`src/rtl/shift_arb_ctrl_pkg.sv`:
```
// Shared types and constants for the two-requester serialising arbiter.
package shift_arb_ctrl_pkg;

  localparam int unsigned WIDTH_DEFAULT = 8;

  typedef enum logic [1:0] {
    IDLE  = 2'd0,
    SHIFT = 2'd1,
    DONE  = 2'd2
  } state_t;

endpackage

```
`src/rtl/shift_reg_piso.sv`:
```
// Parallel-in serial-out shift register: load has priority, shifts left with
// zero fill, MSB is the serial output.
module shift_reg_piso
  import shift_arb_ctrl_pkg::*;
#(
  parameter int unsigned WIDTH = WIDTH_DEFAULT
) (
  input  logic             clk,
  input  logic             resetn,
  input  logic             load,
  input  logic             shift,
  input  logic [WIDTH-1:0] din,
  output logic             msb
);

  logic [WIDTH-1:0] q;

  always_ff @(posedge clk or negedge resetn) begin
    if (!resetn) begin
      q <= '0;
    end else if (load) begin
      q <= din;
    end else if (shift) begin
      q <= {q[WIDTH-2:0], 1'b0};
    end
  end

  assign msb = q[WIDTH-1];

endmodule

```
`src/rtl/shift_arb_ctrl.sv`:
```
// Round-robin arbiter between two requesters that serialises the winner's
// word MSB first and pulses the winner's ack after the last bit.
module shift_arb_ctrl
  import shift_arb_ctrl_pkg::*;
#(
  parameter int unsigned WIDTH = WIDTH_DEFAULT
) (
  input  logic             clk,
  input  logic             resetn,
  input  logic             req0,
  input  logic [WIDTH-1:0] data0,
  input  logic             req1,
  input  logic [WIDTH-1:0] data1,
  output logic             ack0,
  output logic             ack1,
  output logic             out,
  output logic             out_valid,
  output logic             busy
);

  localparam int unsigned CW = (WIDTH > 1) ? $clog2(WIDTH) : 1;

  state_t           state, state_nxt;
  logic [CW-1:0]    cnt, cnt_nxt;
  logic             winner, winner_nxt;
  logic             last, last_nxt;
  logic             grant_sel;
  logic             load, shift_en, msb;
  logic [WIDTH-1:0] load_data;

  // On a tie the requester not granted last wins; otherwise the lone requester.
  always_comb begin
    if (req0 && req1) begin
      grant_sel = ~last;
    end else begin
      grant_sel = req1;
    end
    load_data = grant_sel ? data1 : data0;
  end

  shift_reg_piso #(.WIDTH(WIDTH)) u_piso (
    .clk    (clk),
    .resetn (resetn),
    .load   (load),
    .shift  (shift_en),
    .din    (load_data),
    .msb    (msb)
  );

  always_ff @(posedge clk or negedge resetn) begin
    if (!resetn) begin
      state  <= IDLE;
      cnt    <= '0;
      winner <= 1'b0;
      last   <= 1'b1;
    end else begin
      state  <= state_nxt;
      cnt    <= cnt_nxt;
      winner <= winner_nxt;
      last   <= last_nxt;
    end
  end

  always_comb begin
    state_nxt  = state;
    cnt_nxt    = cnt;
    winner_nxt = winner;
    last_nxt   = last;
    load       = 1'b0;
    shift_en   = 1'b0;
    out        = 1'b0;
    out_valid  = 1'b0;
    ack0       = 1'b0;
    ack1       = 1'b0;
    busy       = 1'b1;
    case (state)
      IDLE: begin
        busy = 1'b0;
        if (req0 || req1) begin
          load       = 1'b1;
          winner_nxt = grant_sel;
          cnt_nxt    = CW'(WIDTH - 1);
          state_nxt  = SHIFT;
        end
      end
      SHIFT: begin
        out       = msb;
        out_valid = 1'b1;
        shift_en  = 1'b1;
        if (cnt == '0) begin
          state_nxt = DONE;
        end else begin
          cnt_nxt = cnt - 1'b1;
        end
      end
      DONE: begin
        ack0      = ~winner;
        ack1      = winner;
        last_nxt  = winner;
        state_nxt = IDLE;
      end
      default: begin
        busy      = 1'b0;
        state_nxt = IDLE;
      end
    endcase
  end

endmodule

```
`config.mk`:
```
export PLATFORM = sky130hd
export DESIGN_NAME = shift_arb_ctrl
export DESIGN_NICKNAME = d
export VERILOG_FILES = /design/src/rtl/shift_arb_ctrl_pkg.sv /design/src/rtl/shift_reg_piso.sv /design/src/rtl/shift_arb_ctrl.sv
export SDC_FILE = /design/constraint.sdc
export NUM_CORES = 1
export LEC_CHECK = 0
export CORE_UTILIZATION = 50
export DETAILED_ROUTE_END_ITERATION = 16
export DONT_BUFFER_PORTS = 1
export GPL_TIMING_DRIVEN = 0
export HOLD_SLACK_MARGIN = 0.03
export PLACE_DENSITY = 0.78
export SETUP_SLACK_MARGIN = 0.3
export SLEW_MARGIN = 20
export SYNTH_ARGS = -nofsm -noshare
export SYNTH_HDL_FRONTEND = slang
export SYNTH_SLANG_ARGS = --single-unit
```
`constraint.sdc`:
```
create_clock -name clk -period 1.4 [get_ports clk]
set_input_delay 0.28 -clock clk [delete_from_list [all_inputs] [get_ports clk]]
set_output_delay 0.28 -clock clk [all_outputs]
set_load 0.005 [all_outputs]
```
### Pin placement

Pins as bars across the die edge, other pins in grey.
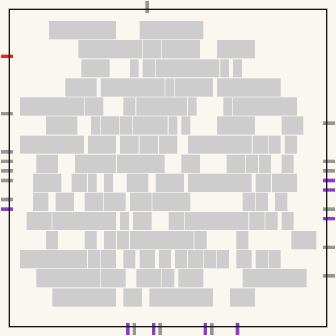
| colour | port | pins | direction | edge |
|---|---|---|---|---|
| purple | `data0` | 8 | input | 4 bottom, 3 right, 1 left |
| red | `clk` | 1 | input | left |
all pins by edge: 9 right, 8 left, 7 bottom, 1 top
Port Buffers: 0
Die Wd: 45.03 um
die height: 45.03 um

==> flow_summary.json <==
{
  "outcome": "finished, violations left",
  "violations": "negative setup slack",
  "cp_num_buf_inv": 1,
  "netlist_area_sq_um": 925.9,
  "slew_viol_final": 0,
  "use_met1_pct": 28.09,
  "firstDrtPassIters": 4,
  "cts_hold_buffers": 1,
  "dp_slack_ns": -0.1876,
  "setup_slack_ns": -0.1551,
  "wl_per_cell_um": 14.46,
  "grtUsageTotal_pct": 22.65,
  "hold_path.startpoint": "data0[4]",
  "dr_wl_met3_um": 136,
  "cp_slowest_cell": "dfrtp_2",
  "ys_chip_area_sq_um": 925.9,
  "peakVddDrop_mv": 1.118,
  "synth.most_common_cell": "nand3_1",
  "htree_levels": 1,
  "utilization_pct": 68.04,
  "startpoint": "state[0]",
  "post_cts_buffers": 5,
  "min_period_ns": 1.555,
  "fin_cells": 133,
  "p_leak_nw": 0.4838,
  "ys.warnings.count": 0,
  "use_met2_pct": 34.20,
  "antenna_found_initial": 0,
  "wl_met2_um": 927,
  "yosysTopAreaCellShare_pct": 37.84,
  "r2r-start": "state[0]",
  "clk_pin_slew_ns": 0.10,
  "clkLatencyLatePin_ns": 0.30,
  "synth.largest_area_cell": "dfrtp_1",
  "topCombFamilyByArea": "simple AND/OR/NAND/NOR gates",
  "worstPathCellList": "inv_2 > ha_4 > nor3b_4 > a211oi_4 > mux2_4",
  "ys_sh_simple_pct": 20.68,
  "crit_arrival_ns": 1.74,
  "period_used_pct": 111.1,
  "tightest_slew_ns": 0.6971,
  "fp-utilization_pct": 53.62,
  "cts_root_buf": "clkbuf_4",
  "critPathMaxStageDelay_ns": 0.44,
  "cp_max_fo": 4,
  "final_cell_area_sq_um": 1175,
  "top_cells_by_area": "dfrtp_1, ha_1, nand3_1, o21ai_0, mux2_2",
  "warnings": 33,
  "cts_buffer_depth": 2,
  "dp.cells": 122,
  "drc": 0,
  "syn_avg_cell_area_sq_um": 9.545,
  "nNetsFinal": 136,
  "io-pin-count": 25,
  "layout_top_cells": "dfrtp_1, nand3_1, o21ai_1, nor3_1, a31oi_1",
  "dieArea_sq_um": 2028,
  "cts_sinks": 15,
  "ant_nets": 0,
  "ff_type": "dfrtp_1",
  "grt_max_degree": 16,
  "grt_pass1_vias": 718,
  "top_layer": "met4",
  "totalWireLength_um": 1923,
  "place_hpwl_um": 1368,
  "hp-class": "primary input to register",
  "drive_gt1_share_pct": 38.89,
  "power.density_nw_per_um2": 2056,
  "edf_count": 0,
  "ys_cells": 97,
  "lay_top_count": "dfrtp_1",
  "dr_total_vias": 769,
  "ys_sh_xor_pct": 0,
  "place_area_sq_um": 1033,
  "whs_ns": 0.1101,
  "top_register": "u_piso.q",
  "cp_top_family": "flip-flops",
  "viasPerCell": 5.782,
  "maxCapViolations": 0,
  "netlist_instances": 97,
  "cts_inserted_buffers": 3,
  "ys_sh_aoi_pct": 15.81,
  "timing.setup.tns_ns": -1.238,
  "critPathCaptureType": "register",
  "syn_to_final_growth_pct": 26.89,
  "busiest_layer": "met2",
  "yosys-mux-area-fraction_pct": 7.568,
  "hold_viol": 0,
  "finalSetupViolations": 15,
  "synth-adder-area-share_pct": 9.459,
  "worst-setup-path-type": "register to register",
  "floorplan.nets": 124,
  "cp-start-kind": "register",
  "diodes": 0,
  "cts_tree": "built",
  "timing.fmax_ghz": 0.6430
}
### Metal layers overlaid

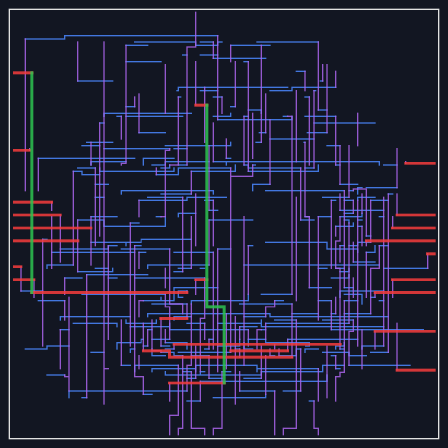
| colour | layer | wire length |
|---|---|---|
| purple | metal 2 | 928 um |
| red | metal 3 | 136 um |
| green | metal 4 | 54.2 um |
| blue | metal 1 | 805 um |

## cell type report
type	count	area, sq um
fill	142	551.8
buffer	3	40.04
inverter	8	35.03
clock buffer	3	22.52
sequential	15	377.9
multi-input combinational	71	604.3
clock inverter	1	5.005
timing repair buffer	7	58.81
tap	25	31.28
## path summary, 6_finish.rpt
check | cells after the start | to | slack [ns]
setup reg to reg | 5 | cnt[0] | -0.16
min in group asynchronous | 1 | u_piso.q[4] | 0.46
setup / recovery | 5 | cnt[0] | -0.16
hold / removal | 2 | u_piso.q[4] | 0.11
hold reg to reg | 2 | u_piso.q[0] | 0.52
max in group asynchronous | 1 | state[0] | 0.45
## report_power, final
part / internal (mW) / switching (mW) / total (mW)
sequential: 0.643 / 0.141 / 0.784
clock: 0.107 / 0.152 / 0.259
combinational: 0.730 / 0.643 / 1.37
